<file path="src/rtl/regfile_mp_scoreboard.sv">
// Multi-port integer register file with write-back bypass, hardwired-zero x0
// and a per-register busy scoreboard for decode-stage RAW hazard detection.
module regfile_mp_scoreboard #(
  parameter int unsigned      XLEN    = 32,
  parameter int unsigned      NREGS   = 32,
  parameter int unsigned      NREAD   = 2,
  parameter logic [XLEN-1:0]  SP_INIT = XLEN'(32'h000001F4),
  parameter logic [XLEN-1:0]  GP_INIT = XLEN'(32'h10000000),
  localparam int unsigned     AW      = $clog2(NREGS)
) (
  input  logic                  clk,
  input  logic                  rst,
  input  logic [NREAD*AW-1:0]   rs_addr,
  output logic [NREAD*XLEN-1:0] rd_data,
  output logic [NREAD-1:0]      rd_busy,
  input  logic                  we,
  input  logic [AW-1:0]         wr_addr,
  input  logic [XLEN-1:0]       wr_data,
  input  logic                  alloc_en,
  input  logic [AW-1:0]         alloc_rd,
  input  logic                  flush,
  output logic [AW:0]           busy_cnt
);

  logic [XLEN-1:0] regs [NREGS];
  logic [NREGS-1:0] busy;
  logic [NREGS-1:0] busy_next;
  logic [AW:0]      cnt_next;
  logic [AW-1:0]    rs [NREAD];

  always_comb begin
    for (int k = 0; k < NREAD; k++) rs[k] = rs_addr[k*AW +: AW];
  end

  // Later steps override earlier ones: alloc beats a same-register clear,
  // flush beats everything, and x0 can never be pending.
  // NOTE: combinational blocks use blocking '=' with a full default first so
  // the priority chain reads top-down and no latch can be inferred.
  always_comb begin
    busy_next = busy;
    if (we) busy_next[wr_addr] = 1'b0;
    if (alloc_en && alloc_rd != '0) busy_next[alloc_rd] = 1'b1;
    if (flush) busy_next = '0;
    busy_next[0] = 1'b0;
  end

  always_comb begin
    cnt_next = '0;
    for (int i = 0; i < NREGS; i++) cnt_next = cnt_next + (AW+1)'(busy_next[i]);
  end

  // NOTE: the register array is reset explicitly because sp/gp carry
  // architectural reset values; this costs a reset mux per storage bit.
  always_ff @(posedge clk) begin
    if (!rst) begin
      for (int i = 0; i < NREGS; i++) begin
        regs[i] <= (i == 2) ? SP_INIT : (i == 3) ? GP_INIT : '0;
      end
    end else if (we && wr_addr != '0) begin
      regs[wr_addr] <= wr_data;
    end
  end

  // NOTE: sequential state uses non-blocking '<=' so every read of busy
  // and regs in this edge sees the pre-edge values.
  always_ff @(posedge clk) begin
    if (!rst) begin
      busy     <= '0;
      busy_cnt <= '0;
      rd_busy  <= '0;
      rd_data  <= '0;
    end else begin
      busy     <= busy_next;
      busy_cnt <= cnt_next;
      for (int k = 0; k < NREAD; k++) begin
        rd_busy[k] <= busy_next[rs[k]];
        if (rs[k] == '0)
          rd_data[k*XLEN +: XLEN] <= '0;
        else if (we && wr_addr == rs[k])
          rd_data[k*XLEN +: XLEN] <= wr_data;
        else
          rd_data[k*XLEN +: XLEN] <= regs[rs[k]];
      end
    end
  end

endmodule

</file>
<file path="config.mk">
export PLATFORM = sky130hd
export DESIGN_NAME = regfile_mp_scoreboard
export DESIGN_NICKNAME = d
export VERILOG_FILES = /design/src/rtl/regfile_mp_scoreboard.sv
export SDC_FILE = /design/constraint.sdc
export NUM_CORES = 2
export LEC_CHECK = 0
export CORE_ASPECT_RATIO = 1.4
export CORE_MARGIN = 2
export CORE_UTILIZATION = 30
export CTS_CLUSTER_SIZE = 14
export DETAILED_ROUTE_END_ITERATION = 10
export PLACE_DENSITY = 0.54
export SLEW_MARGIN = 20
export SYNTH_ARGS = -nofsm -noshare
export SYNTH_HDL_FRONTEND = slang
export SYNTH_SLANG_ARGS = --single-unit
</file>
<file path="constraint.sdc">
create_clock -name clk -period 8.3 [get_ports clk]
set_clock_uncertainty 0.1 [all_clocks]
set_input_delay 2.49 -clock clk [delete_from_list [all_inputs] [get_ports clk]]
set_output_delay 2.49 -clock clk [all_outputs]
set_load 0.01 [all_outputs]
</file>
Fig. 1: met1 routing
Bar = 100 um.
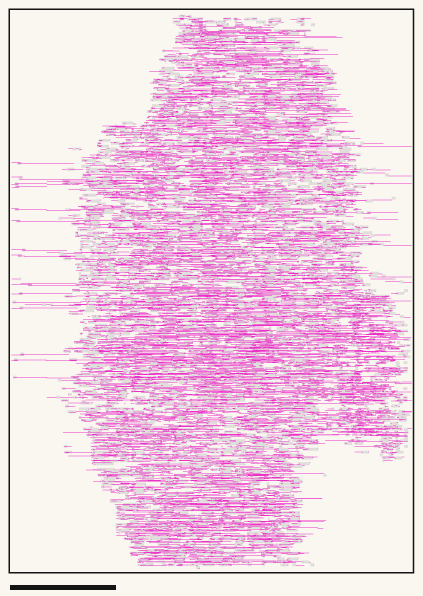
longest straight run: 69.9 um
main direction: horizontal
wire length on this layer: 78.7 mm
share of all routed wire: 37%
nets with wire on the layer: 3812

Fig. 2: the metal 2 layer
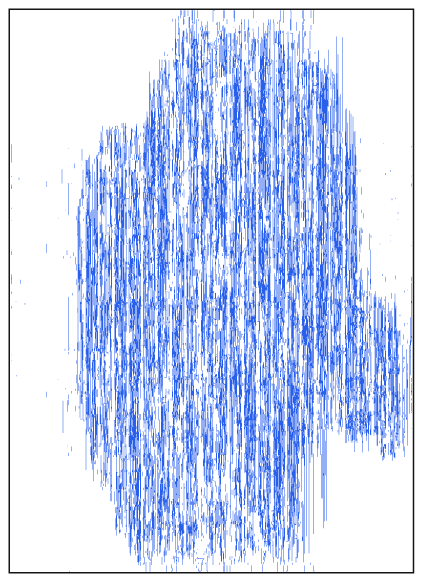
main direction: vertical
wire length on this layer: 110 mm
nets with wire on the layer: 3308
longest straight run: 191 um
share of all routed wire: 52%
grt met2 use: 37.4%
vias post-DR: 35900
final WL: 214000 um

Fig. 3: signal wires on met3
Bar = 100 um.
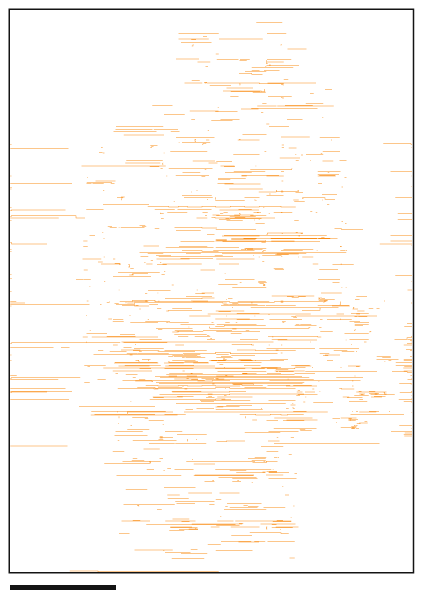
nets with wire on the layer: 418
main direction: horizontal
longest straight run: 195 um

Fig. 4: the metal 4 layer
Bar = 100 um.
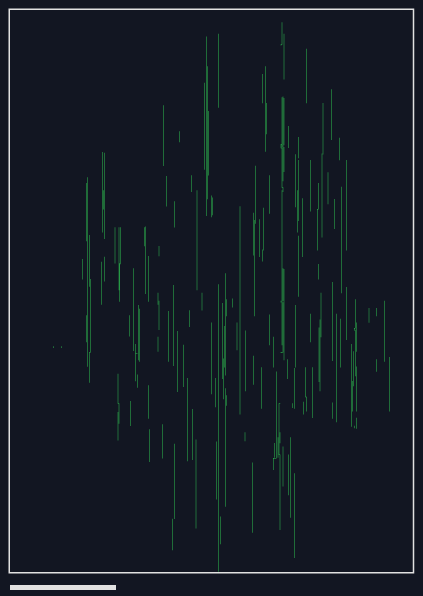
longest straight run: 271 um
main direction: vertical

==> Changelog: implementation <==
## Implementation

* Crit end category: flip-flop
* Switching Share at 25.3%
* Fin crit share at 95.0%
* Final hold violation count at 0
* Flip-flops at 1127
* Dpl cell area at 64600 um^2
* Largest class: registers
* Post-detail-place hpwl at ~130000 um
* Post-synth top area cell: edfxtp_1
* Cell chain of the critical path: clkdlybuf4s50_1 > or3b_1 > or4b_1 > a32o_2 > fa_1 > fa_1 > inv_1 > fa_1 > fa_1 > fa_1 > fa_1 > fa_1 > fa_1 > inv_1 > a21o_1 > a21oi_1 > xor2_1 > nor2_1
* Clk root buf: clkbuf_16
* Post-Syn Area per Cell at between 15 and 20 um^2
* Min Tclk post-route at 7.88 ns
* Post-CTS Hold Fix Bufs at 0
* CP Max Fanout at 2
* Ys flops at 1127
* Num Clock Sinks at 1127
* Tally of OpenROAD warnings at 27
* CTS clock-pin slew for the worst setup and hold paths at 0.06 ns
* RSZ-0062 raised after global routing: no
* Rows at between 150 and 200
* Tap cells at 2619
* First-pass GRT wire length at 298000 um
* WP data arrival at 8.38 ns
* Clock buffer depth at 3
* Setup CP Type: in2reg
* Sequential power share at 48.7%
* Largest registers: regs x1024, rd_data x64, busy x31
* ClkCell Share at between 5 and 6%
* Crit-path most repeated cell: fa_1
* Overall power at between 0.01 and 0.015 W
* Top cells by area: edfxtp_1, mux4_2, and2_1
* Htree depth at 3
* Placed Instances at 6338
* Residual DRC at 0
* Max frequency at 127 MHz
* Worst setup SP type: input port
* Setup TNS Final at 0 ns
* Post-route cell area at between 60000 and 70000 um^2
* Area growth, synth to finish at 15.5%
* Post-synth top cells: edfxtp_1, and2_1, mux4_2, clkbuf_1, nor2_1
* Final setup fails at 0
* P_seq at 0.00667 W
* Critical Path Max Stage Delay at 0.51 ns
* Post-DR wirelength/cell at 32.6 um
* Seq share, synth at between 50% and 60%
* Max power group: sequential cells
* Synthesis Warnings at 0
* Biggest register: regs
* Ports at 129
* Post-CTS sizing at 0
* Worst hold slack at 0.412 ns
* Sequential share of cell area at 48.0%
* Distinct lib cells used at 65
* Worst IR Drop VDD at 164 uV
* Main synth FF type: edfxtp_1
* Synthesized area at 59200 um^2
* Pwr Density at 200 nW/um^2
* Clkbuf count at 149
* Max-slew violations at 0
* FP Util at 30.2%
* Comb group at 0.00170 W
* Core Box Area at roughly 200000 um^2
* GRT overflow at 0
* Final Net Count at 3923
* Logic area at 25300 um^2
* Drt pass-1 iters at 6
* Fraction of layout cells with a size suffix above 1 at 28.2%
* Non-clock inverters at 31
* Vias in the first global route at 37200
* Die Area at 201000 um^2
* Initial DRC count at roughly 4300
* Vias/cell at roughly 5.5
* Outcome: completed
* Initial antenna violation count at 25
* Final Wtd Congestion at 0.867
* Clk pwr share at a little under 40%
* Clock group power at 0.00532 W
* Max Cap Viol at 0
* Post-CTS setup buffers at 0
* Mapped Cells at 3764
* Max-area cell share at 52.0%
* Largest net degree at the start of global routing at 90
[cell usage in the layout (no fill, tap or decap), types with 7 or more instances in the layout]
master,count
nor2_4,31
clkinv_2,22
bufinv_16,10
nor3b_1,8
clkbuf_1,26
mux2i_1,71
a32oi_1,15
clkinv_1,21
nand3_1,10
conb_1,32
dfxtp_1,103
a211oi_1,66
fa_1,23
o21ai_0,8
o21ai_4,27
nor2_1,118
clkdlybuf4s50_1,113
buf_12,19
xor2_1,10
or3_1,10
nand3b_1,10
edfxtp_1,1024
buf_4,188
inv_1,29
nand2_1,36
nor3_1,8
mux4_2,642
ha_1,7
and2_1,991
a21oi_1,12
clkbuf_16,116
[per-layer routing]
layer	routed length [um]	vias up	GRT usage [%]	part of all wire (%)
met3	17200	382	4.26	8.0
li1	-	14600	-	-
met4	7690	2	7.21	3.6
met5	7	-	0	0.0033
met1	78700	19200	25.8	37
met2	110000	1695	37.4	52
[kinds of logic (layout without fill, tap and decap cells)]
family,count (synthesis),in the layout,share of synthesized area (%)
AND-OR/OR-AND,173,173,2.10
buffers and inverters,437,578,2.92
XOR/XNOR,15,15,0.222
AND/OR/NAND/NOR,1265,1265,12.7
flip-flops,1127,1127,55.5
multiplexers,716,716,25.7
other,1,37,0.00634
adder cells (fa/ha/maj),30,30,0.926
[critical path: cells and delay by family]
family	cells	cell delay (ns)
AND-OR/OR-AND	3	0.47
AND/OR/NAND/NOR	3	0.93
XOR/XNOR	1	0.13
adder cells (fa/ha/maj)	8	3.74
buffers and inverters	3	0.60
[worst paths after layout]
path / from / end / slack (ns) / cells past startpoint
max: wr_addr[4] / busy_cnt[4] / 0.42 / 18
min: busy[6] / busy[6] / 0.41 / 2
max reg2reg: busy[12] / busy_cnt[4] / 3.07 / 16
min reg2reg: busy[6] / busy[6] / 0.41 / 2
Power is estimated from default activity; no workload was simulated.
